Design reflet_ram_sched, sky130hd; sources not shown.
**Run 1: routing congestion**

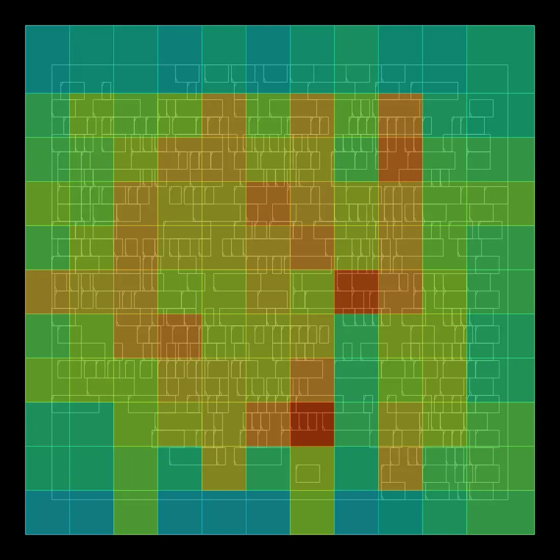
Top Usage Layer GRT: met2
GRT Resource Usage Total: 17.6%
met3 usage: 6.32%
wire per inst: 11.9 um
met2 Use GR: 26.5%

**Run 1: cell classes on the final placement**

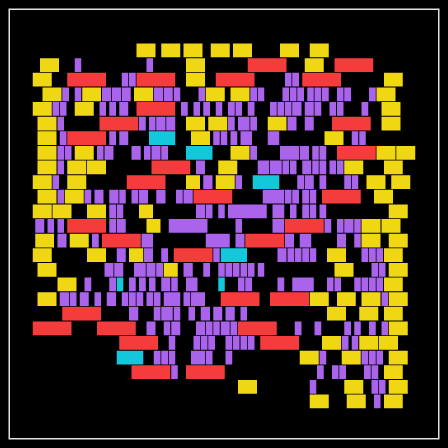
class	color	cells	share of their area
other buffers and delay cells	yellow	95	34%
clock drivers and dummy loads	cyan	7	2.8%
flops	red	30	22%
combinational and other logic	purple	258	41%
CORE AREA: 4850 um^2
post-route cell area: 2840 um^2
Seq area share: 21.2%
post-layout util: 58.6%
# rows: 25

**Run 1: local utilization**

Bar = 20 um. 8 x 8 tiles, from black (low) to pale yellow (high), 0 to 100% covered.
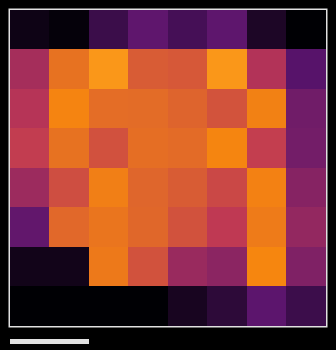
tiles over 75% full	3.1%
nearly empty tiles	9.4%
fullest tile	78%
Initial Util: 37.0%

==> GITHUB_STEP_SUMMARY, run 1 <==
## Synthesis and layout report

| Metric | Value |
|---|---|
| CTS sink count | 30 |
| Diodes inserted | 0 |
| Vias in the first global route | 1896 |
| 1st-pass router iterations | 5 |
| Period utilization | 90.8% |
| Initial antenna violation count | 0 |
| Syn. warnings | 0 |
| Netlist cell types | 26 |
| Outcome | finished, final reports clean |
| Total power | 0.617 mW |
| WL final | 5420 um |
| HPWL Detailed | 4400 um |
| Critical path depth in cells | 9 |
| RSZ-0062 raised after global routing | no |
| HP Class | reg2reg |
| Synth Flop Type | dfxtp_1 |
| I/O pins | 91 |
| # Cells Yosys | 297 |
| Total vias in the final route | 2069 |
| Die Size | 6340 um^2 |
| CP Capture Type | primary output |
| Layout Cells excl Fill | 457 |
| CP cell instances | clkdlybuf4s50_1 > clkinv_2 > nand2_2 > nor2_8 > nand2_4 > nor2_8 > nand2_1 > o21ai_0 > clkdlybuf4s50_1 |
| Tool Warnings | 26 |
## run 1: layout by cell type, fill, tap and decap left out, drive strengths merged
cell,synthesis,final
clkinv,2,2
nor2,59,59
clkdlybuf4s50,0,90
dfxtp,30,30
buf,4,5
a21boi,1,1
nor3,2,2
clkbuf,5,7
a21oi,10,10
ha,1,1
nand3b,1,1
nand3,26,26
nand4,7,7
o21ai,16,16
nand2,86,86
inv,47,47
## run 1: worst register-to-register path: cells and delay by family, from the launching register on
family,cells,cell delay [ps]
DFF,1,330
and+or+nand+nor,7,990
## run 1: report_power, final
part           switching, mW  leakage [nW]  internal (mW)  total, mW
Sequential           0.00557         0.244          0.279      0.285
Clock                 0.0938        0.0383          0.107      0.201
Combinational         0.0660          1.07         0.0650      0.131
## run 1: per-stage QoR
step,instance area (um^2),worst slack [ps]
finish,2840,410
global route,2840,229
CTS,2840,398
detailed placement,2760,405
global placement,2760,461
floorplan,1790,1460
## run 1: cell type report
class | count | area, um^2
tap | 67 | 83.8
inverter | 49 | 185
fill | 499 | 2010
sequential | 30 | 601
timing repair buffer | 95 | 938
multi-input combinational | 209 | 955
clock buffer | 7 | 76.3
## run 1: routing by layer
layer  wire length (um)  share of wire, %  up-vias  GRT usage (%)
met5                  0                 0        -              0
met3                527               9.7        6           6.32
li1                   -                 -     1099              -
met4                 49              0.90        0           4.98
met2               2250                41       91           26.5
met1               2590                48      873           23.7
## run 1: cell families after synthesis
logic type | after synthesis | share of synthesized area (%)
and+or+nand+nor | 181 | 44.6
buffers and inverters | 58 | 13.3
DFF | 30 | 33.5
AOI/OAI and AO/OA | 27 | 7.88
adders and majority gates | 1 | 0.697
**Run 1: nets reached from selected ports**

Bar = 20 um.
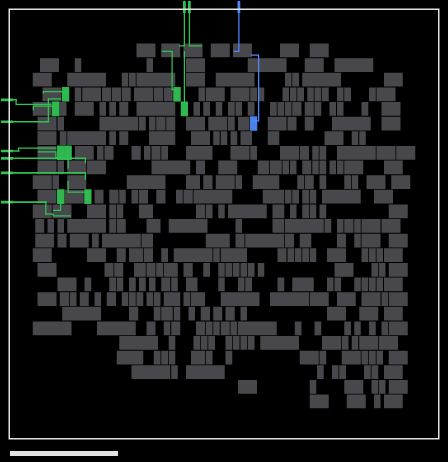

==> run 2, diff against run 1 <==
- clock period: 4.45 -> 3.8 ns (I/O delays scaled with it)
**Run 2: nets reached from selected ports**

Bar = 20 um.
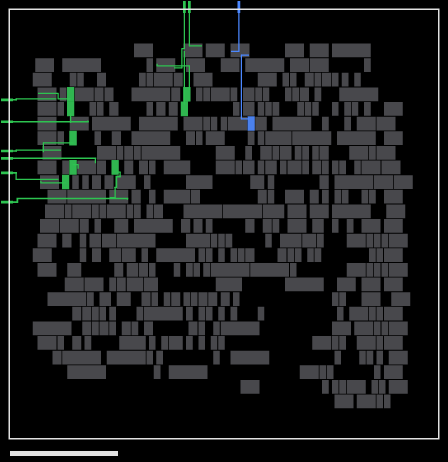
port	color	direction	edge	end cells	buffers	wire
a_we	blue	input	north	1	1	23.4 um
ram_data_in	green	output	6 west, 2 north	8	8	151 um
I/O pins: 91
IO buf count: 90

==> run 2 against run 1 <==
Synthesized area unchanged. Global-route usage down 1.2 points. Clock-buffer cell count down 1. Via count down 0.77%. Synthesized cell count unchanged. Register-to-register slack worse by 650 ps. Core utilization up 0.59 points. Worst hold slack worse by 6.6 ps. Cell count up 0.44%. Non-clock buffer count up 3. Critical path depth down 2. Largest cell class is now non-clock buffers. Highest routed layer unchanged.
==> GITHUB_STEP_SUMMARY, run 2 <==
## Synthesis and layout report

| Metric | Value |
|---|---|
| Period utilization | 95.5% |
| Initial antenna violation count | 0 (unchanged) |
| Most numerous logic cells after layout | 90 x clkdlybuf4s50_1, 83 x nand2_1, 53 x nor2_1, 46 x inv_1, 30 x dfxtp_1 |
| Die Span Y | 79.6 um |
| Wire per inst | 11.5 um (-2.9%) |
| CTS Buf Count | 5 |
| Chip Area, Yosys | 1790 um^2 |
| Sequential area share after synthesis | 33.5% |
| Total gr overflow | 0 |
| Top cell excl fill/tap | clkdlybuf4s50_1 |
| CORE AREA | 4850 um^2 (unchanged) |
| CP cell instances | clkdlybuf4s50_1 > inv_2 > nor2_2 > buf_4 > nand2_1 > o21ai_0 > clkdlybuf4s50_1 |
| PwrDens | 257 nW/um^2 |
| CTS tree | built |
| Startpoint Class | input port |
| Largest net degree at the start of global routing | 17 |
| Critical path depth in cells | 7 (-2) |
| WL final | 5290 um (-2.5%) |
| CTS sink count | 30 (unchanged) |
| Synth Flop Type | dfxtp_1 |
| Final worst slack | 173 ps (-237 ps) |
| # Cells Yosys | 297 (unchanged) |
| Tool Warnings | 26 (unchanged) |
| Final nets | 439 |
| Vias per std cell | 4.47 |
| CP Capture Type | primary output |
| Total vias in the final route | 2053 (-0.77%) |
| Fmax | 276 MHz |
| GRT Resource Usage Total | 16.4% (-1.2 points) |
| Area of the mapped netlist | 1790 um^2 |
| Post-place setup slack | 166 ps (-239 ps) |
| Initial Util | 37.0% (unchanged) |
| RSZ-0062 raised after global routing | no |
| HPWL Detailed | 4280 um (-2.6%) |
| CTS root buffer | clkbuf_8 |
| Vias in the first global route | 1816 (-4.2%) |
| Final hold violations | 0 |
| Diodes inserted | 0 (unchanged) |
| Clk_lat worst skew | 270 ps |
| Syn. warnings | 0 (unchanged) |
| Iter 0 DRT Violations | 105 |
| Outcome | finished, final reports clean |
| Die Size | 6340 um^2 (unchanged) |
| Arr. time, crit path | 2720 ps |
| Slew headroom | 74.4% |
| HP Class | reg2reg |
| 1st-pass router iterations | 4 (-1) |
| # rows | 25 (unchanged) |
| Netlist cell types | 26 (unchanged) |
**Run 2: routing congestion**

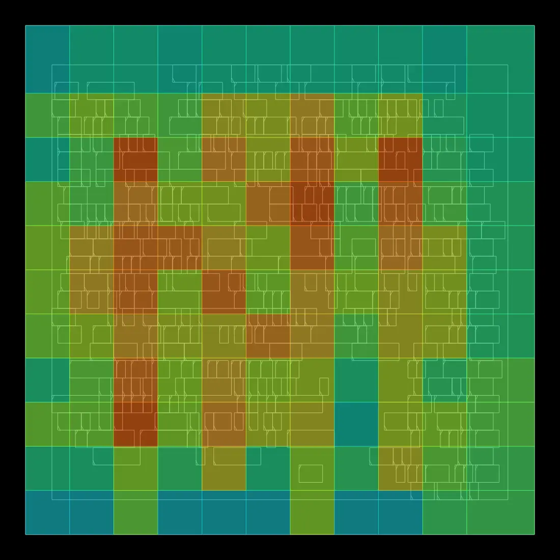
met2 Use GR: 26.0%
routing usage on met1: 20.8%

[run 2: cell counts after synthesis]
No cell type changed its count.
[run 2: where the power goes]
group	total [mW]	internal, mW	switching [mW]
sequential	0.333	0.327	0.00644
clock	0.248	0.139	0.109
combinational	0.155	0.0782	0.0772
[run 2: area by class of cell]
type | instances | area (um^2)
multi-input cells | 209 | 955
flip-flops and latches | 30 | 601
clock buffers | 6 | 82.6
well taps | 67 | 83.8
inverters | 49 | 185
fillers | 473 | 1980
repair buffers | 98 | 961
[run 2: layer usage]
layer / vias up / wire length [um] / GRT usage [%]
met4: 0 / 26 / 4.12
met5: - / 0 / 0
met2: 87 / 2240 / 26.0
met3: 4 / 620 / 6.66
li1: 1103 / - / -
met1: 859 / 2400 / 20.8
[run 2: through the flow]
stage | cell area, um^2 | power (mW) | util, % | hold WS [ps] | std cells
final | 2870 | 0.737 | 59.1 | 315 | 459
after global routing | 2870 | 0.771 | 59.1 | 338 | 459
after CTS | 2870 | 0.748 | 59.1 | 320 | 459
after detailed placement | 2790 | 0.495 | 57.4 | 308 | 453
after global placement | 2790 | 0.495 | 57.4 | 302 | 453
after floorplan | 1790 | 0.411 | - | 298 | 297
[run 2: cell families (layout without fill, tap and decap cells)]
group,Yosys count,in the layout,share of synthesized area (%)
AND/OR/NAND/NOR,181,181,44.6
buffers and inverters,58,153,13.3
AND-OR/OR-AND,27,27,7.88
adder cells (fa/ha/maj),1,1,0.697
flip-flops,30,30,33.5
[run 2: worst min-delay path, stage by stage, from the launching register on]
cell and delay, ps:
dfxtp_1 310, nand2_1 60, a21oi_1 60
Power figures rest on the tool's default switching activity, not on a simulated workload.
